File: src/rtl/adder_issue_stage.sv
// Issue stage for an external 64-bit adder: registers operands, waits SETTLE_CYCLES, captures the result.
// Optional macro ADDER_OVF_EN adds the registered signed-overflow output out_V.
module adder_issue_stage #(
    parameter int unsigned SETTLE_CYCLES = 2
) (
    input  logic        clk,
    input  logic        rst_n,
    input  logic        in_valid,
    output logic        in_ready,
    input  logic [63:0] in_A,
    input  logic [63:0] in_B,
    input  logic        in_Cin,
    input  logic        in_sub,
    output logic [63:0] A,
    output logic [63:0] B,
    output logic        Cin,
    input  logic [63:0] Sum,
    input  logic        Cout,
    output logic        out_valid,
    input  logic        out_ready,
    output logic [63:0] out_Sum,
    output logic        out_Cout
`ifdef ADDER_OVF_EN
    ,
    output logic        out_V
`endif
);

    typedef enum logic [1:0] {
        IDLE   = 2'd0,
        SETTLE = 2'd1,
        DONE   = 2'd2
    } state_t;

    localparam logic [3:0] CNT_INIT = 4'(SETTLE_CYCLES - 1);

    state_t      r_state;
    state_t      w_next;
    logic [3:0]  r_cnt;
    logic [63:0] r_A;
    logic [63:0] r_B;
    logic        r_cin;
    logic [63:0] r_sum;
    logic        r_cout;
    logic        w_accept;
    logic        w_capture;

    always_comb begin
        w_next    = r_state;
        w_accept  = 1'b0;
        w_capture = 1'b0;
        unique case (r_state)
            IDLE: begin
                if (in_valid) begin
                    w_accept = 1'b1;
                    w_next   = SETTLE;
                end
            end
            SETTLE: begin
                if (r_cnt == 4'd0) begin
                    w_capture = 1'b1;
                    w_next    = DONE;
                end
            end
            DONE: begin
                if (out_ready) begin
                    w_next = IDLE;
                end
            end
            default: w_next = IDLE;
        endcase
    end

    always_ff @(posedge clk or negedge rst_n) begin
        if (!rst_n) begin
            r_state <= IDLE;
        end else begin
            r_state <= w_next;
        end
    end

    always_ff @(posedge clk or negedge rst_n) begin
        if (!rst_n) begin
            r_cnt <= 4'd0;
        end else if (w_accept) begin
            r_cnt <= CNT_INIT;
        end else if (r_state == SETTLE && r_cnt != 4'd0) begin
            r_cnt <= r_cnt - 4'd1;
        end
    end

    // Subtract is A + ~B + 1, so the adder itself never needs to know the op.
    always_ff @(posedge clk or negedge rst_n) begin
        if (!rst_n) begin
            r_A   <= 64'd0;
            r_B   <= 64'd0;
            r_cin <= 1'b0;
        end else if (w_accept) begin
            r_A   <= in_A;
            r_B   <= in_sub ? ~in_B : in_B;
            r_cin <= in_sub | in_Cin;
        end
    end

    always_ff @(posedge clk or negedge rst_n) begin
        if (!rst_n) begin
            r_sum  <= 64'd0;
            r_cout <= 1'b0;
        end else if (w_capture) begin
            r_sum  <= Sum;
            r_cout <= Cout;
        end
    end

`ifdef ADDER_OVF_EN
    logic r_v;

    always_ff @(posedge clk or negedge rst_n) begin
        if (!rst_n) begin
            r_v <= 1'b0;
        end else if (w_capture) begin
            r_v <= (r_A[63] == r_B[63]) && (Sum[63] != r_A[63]);
        end
    end

    assign out_V = r_v;
`endif

    assign in_ready  = (r_state == IDLE);
    assign out_valid = (r_state == DONE);
    assign A         = r_A;
    assign B         = r_B;
    assign Cin       = r_cin;
    assign out_Sum   = r_sum;
    assign out_Cout  = r_cout;

endmodule
File: config.mk
export PLATFORM = sky130hd
export DESIGN_NAME = adder_issue_stage
export DESIGN_NICKNAME = d
export VERILOG_FILES = /design/src/rtl/adder_issue_stage.sv
export SDC_FILE = /design/constraint.sdc
export NUM_CORES = 1
export LEC_CHECK = 0
export CELL_PAD_IN_SITES_DETAIL_PLACEMENT = 1
export CELL_PAD_IN_SITES_GLOBAL_PLACEMENT = 1
export CORE_UTILIZATION = 33
export CTS_CLUSTER_DIAMETER = 50
export DETAILED_ROUTE_END_ITERATION = 10
export PLACE_DENSITY = 0.95
export SLEW_MARGIN = 25
export SYNTH_ARGS = -nofsm -noshare
export SYNTH_HDL_FRONTEND = slang
export SYNTH_SLANG_ARGS = --single-unit
File: constraint.sdc
create_clock -name clk -period 5.2 [get_ports clk]
set_input_delay 1.04 -clock clk [delete_from_list [all_inputs] [get_ports clk]]
set_output_delay 1.04 -clock clk [all_outputs]
set_load 0.05 [all_outputs]
Fig. 1: M1 wires
Bar = 50 µm. Supply wires on this layer in gray.
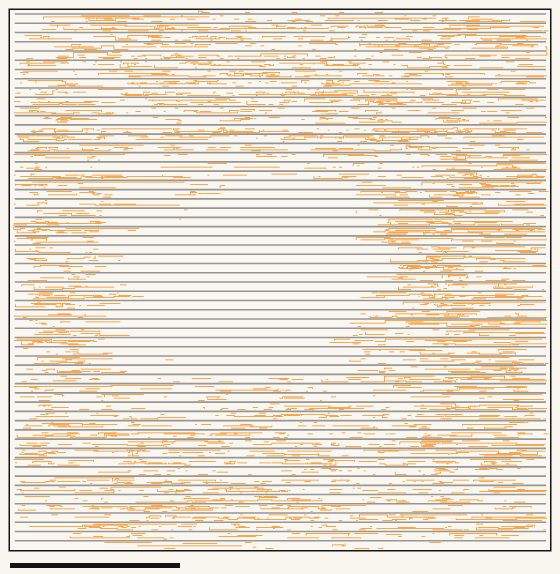
The wires run mostly horizontal. 1138 nets have wire on it. The longest straight run is 48.8 µm. The layer carries 10500 µm of wire. The layer holds 38% of the routed length.
WL final: 27.5 mm
met1 track utilization from global routing: 24.0%
via count: 6596

Fig. 2: met2 routing
Bar = 50 µm.
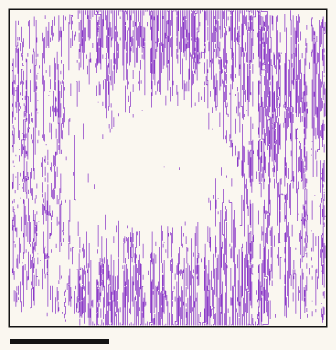
The longest straight run is 75.1 µm. The layer carries 14600 µm of wire.
routing usage on met2: 39.3%

Fig. 3: M3 wires
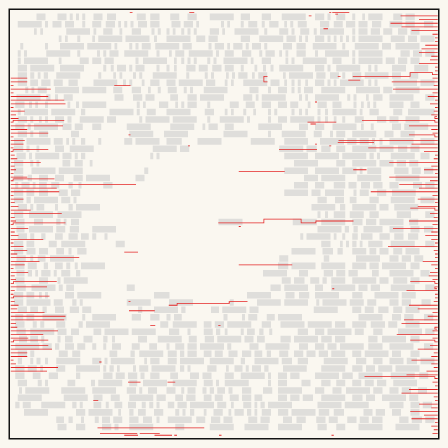
The layer holds 6.2% of the routed length. The layer carries 1700 µm of wire.

Fig. 4: the metal 4 layer
Bar = 50 µm. Supply wires on this layer in gray.
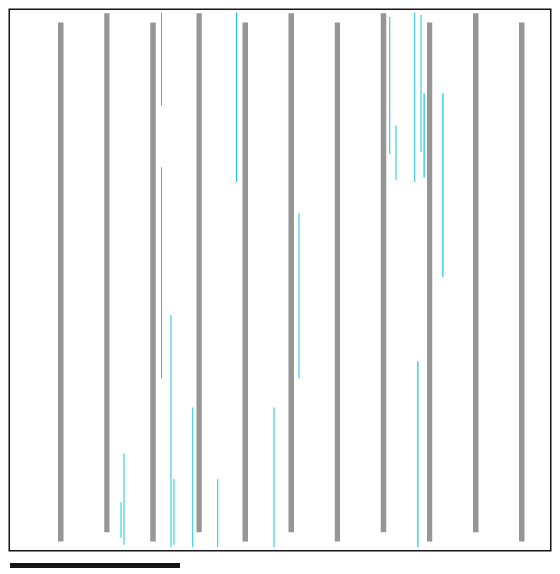
The layer holds 2.5% of the routed length. 16 nets have wire on it. The layer carries 690 µm of wire.

Fig. 5: routing congestion
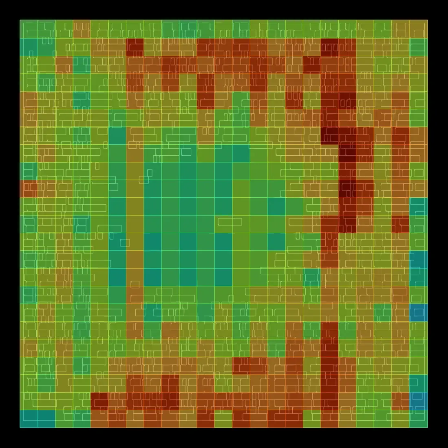
wire length per cell after detailed routing: 19.2 µm
post-route core utilization: 53.3%

==> impl_metrics.py <==
# Synthesis and PnR figures
metrics = {
    "status": {
        "run_status": "finished clean",
    },
    "detailed_routing": {
        "drt_first_iter_violations": 241,
        "first_pass_iters": 4,
        "highest_layer": "met4",
        "m1_wl_mm": 10.5,
        "via_count_normalized_by_instance_count": 4.60,
        "number_of_nets_with_antenna_violations_after_routing": 0,
        "wl_met3_mm": 1.70,
        "drt_drc_violations_left": 0,
        "wl_met2_mm": 14.6,
    },
    "worst_setup_path": {
        "critPathRequiredTime_ns": 4.16,
        "crit_path_cell_trace": "nor2_1 -> clkdlybuf4s50_1",
        "critPathLaunchType": "flip-flop",
        "ff_to_ff_start": "r_cnt[0]",
        "worst_r2r_setup_slack_ns": 2.53,
        "r2r_end": "out_Sum[48]",
        "cp.buffers_inverters": 1,
        "r2r.worst_path.cells": 6,
        "critical_path_depth": 2,
        "worst_setup_path_end_kind": "output pin",
        "worst_setup_path_endpoint": "in_ready",
        "path_max_fanout": 9,
        "timing.critical_path.slowest_cell_delay_ns": 0.88,
        "path_delay_family": "buffers and inverters",
        "worst_ep_arrival_time_ns": 2.06,
    },
    "yosys": {
        "synth.lib_cells_used.distinct": 24,
        "number_of_standard_cells_reported_by_yosys": 723,
        "multiplexer_share_pct": 11.1,
        "average_cell_area_after_synthesis_um2": 11.2,
        "syn-cell-area_mm2": 0.00813,
        "fa_ha_area_share_pct": 0.308,
        "area_contributors_post_synth": "dfrtp_1 (62%), nand2_1 (12%), mux2_4 (7.2%)",
        "post_synth_main_logic_family": "simple AND/OR/NAND/NOR gates",
        "synthSimpleGateAreaFrac_pct": 13.1,
        "post_synth_xor_area_fraction_pct": 6.90,
        "syn_nets": 924,
        "ys_sh_aoi_pct": 4.33,
        "syn_inst": 723,
        "synth_warnings": 0,
    },
    "power_and_ir_drop": {
        "sequentialPower_mw": 2.81,
        "power_frac_seq_pct": 27.7,
        "p_sw_mw": 5.09,
        "intPower_mw": 5.04,
        "comb_power_mw": 6.03,
        "p_leak_nw": 5.78,
        "vdd_ir_drop_max_v": 0.000322,
        "pwr.group.clock_mw": 1.29,
        "p_per_area_mw_per_mm2": 784,
        "clockPowerShare_pct": 12.7,
        "p_sw_share_pct": 50.3,
        "top_power_group": "combinational logic",
        "comb_power_share_pct": 59.5,
    },
    "finish": {
        "area_growth_syn_to_layout_pct": 59.0,
        "commonest_cells_after_routing_fill_and_taps_aside": "clkdlybuf4s50_1 (392), nand2_1 (261), dfrtp_1 (200)",
        "nets": 1299,
        "drive_gt1_share_pct": 9.45,
        "layout.cells.non_filler": 1435,
        "n_antenna_cell": 0,
        "mostFrequentLayoutCell": "clkdlybuf4s50_1",
    },
    "final_timing": {
        "period_used_pct": 59.7,
        "max_slew.worst_pin.slew_ns": 1.05,
        "final_hold_viol_count": 0,
        "period_minus_slack_ns": 3.10,
        "slew_headroom_pct": 29.7,
        "max_freq_mhz": 322,
        "maxSlewViolCount": 0,
        "rsz0062_at_grt": "no",
        "finClkSkew_ns": 0.0208,
        "post_route_setup_tns_ns": 0,
        "setup_viol": 0,
    },
    "clock_network": {
        "cts_max_path_buffers": 2,
        "post-cts-setup-buffer-count": 0,
        "worst_skew_late_latency_ns": 0.43,
        "cts.sinks": 200,
        "cts_inserted_buffers": 17,
        "clock_tree_from_tritoncts": "done",
        "clk_root_buffer_cell": "clkbuf_16",
        "h-tree-depth": 4,
        "clk_transition_reported_paths_ns": 0.07,
        "postCtsResizedCells": 0,
    },
    "die": {
        "io-pin-count": 395,
        "rows": 57,
        "chipArea_mm2": 0.0253,
        "die-height_um": 159,
        "floorplanUtilization_pct": 33.5,
        "fp.coreArea_mm2": 0.0242,
        "die_width_um": 159,
    },
    "place": {
        "dpl.cell_count": 1402,
        "gp_congestion": 0.781,
        "io_buffers": 394,
        "dp_hpwl_mm": 20.0,
    },
    "worst_hold_path": {
        "worstHoldPathType": "flip-flop to flip-flop",
        "hold_end": "Cin",
        "worstHoldPathCells": 2,
        "min-delay-start": "Cin",
    },
    "global_routing": {
        "grt_antenna_before_repair": 0,
        "grt_first_pass_wirelength_mm": 42.2,
        "grt_overflow_total": 0,
        "globalRouteTotalUtil_pct": 21.7,
        "number_of_global_route_vias_before_repair": 7257,
    },
    "flow_run": {
        "timing.max_cap.violations": 0,
        "number_of_warnings_the_tools_reported": 30,
    },
}
==> sequential cells by signal (all words and copies together) (netlist names) <==
name and cells:
r_cnt 4, A 64, out_Sum 64, B 64, Cin 1, r_state 2, out_Cout 1
==> kinds of logic (layout without fill, tap and decap cells) <==
logic type | count (synthesis) | after routing
xor+xnor | 64 | 64
simple gates | 274 | 274
compound gates | 70 | 70
mux | 67 | 67
fa+ha+maj | 2 | 2
flops | 200 | 200
buf+inv | 46 | 434
==> Yosys cell counts, drive strengths merged <==
cell and instances:
nand2 261, dfrtp 200, o21ai 67, mux2 65, xnor2 64, clkbuf 25
buf 18, inv 3, nor2 3, or3b 3, a21oi 2, ha 2
mux2i 2, nand2b 2, a31oi 1, nand3 1, nor2b 1, nor3b 1
or4 1, or4b 1
==> cell type report <==
type / instances / area (µm²) / share of cell area [%]
Sequential cell: 200 / 5000 / 38.7
Timing Repair Buffer: 399 / 4030 / 31.2
Multi-Input combinational cell: 477 / 2910 / 22.5
Clock buffer: 19 / 433 / 3.35
Tap cell: 324 / 405 / 3.14
Clock inverter: 13 / 133 / 1.03
Inverter: 3 / 11.3 / 0.0871
==> metrics by stage <==
stage | total power, mW | setup slack (ns) | area, µm² | utilization, %
after floorplan | 6.65 | 2.93 | 8130 | -
after global placement | 8.61 | 2.51 | 12300 | 50.9
after detailed placement | 8.87 | 2.40 | 12300 | 50.9
after CTS | 10.2 | 2.06 | 12900 | 53.2
after global routing | 10.6 | 2.01 | 12900 | 53.3
final | 10.1 | 2.10 | 12900 | 53.3
==> routing by layer <==
layer | vias up | GRT usage, %
met5 | - | 0
met4 | 0 | 7.95
met3 | 38 | 6.23
met2 | 248 | 39.3
met1 | 3259 | 24.0
li1 | 3051 | -
No activity file was given, so power comes from the tool's default toggle rates.
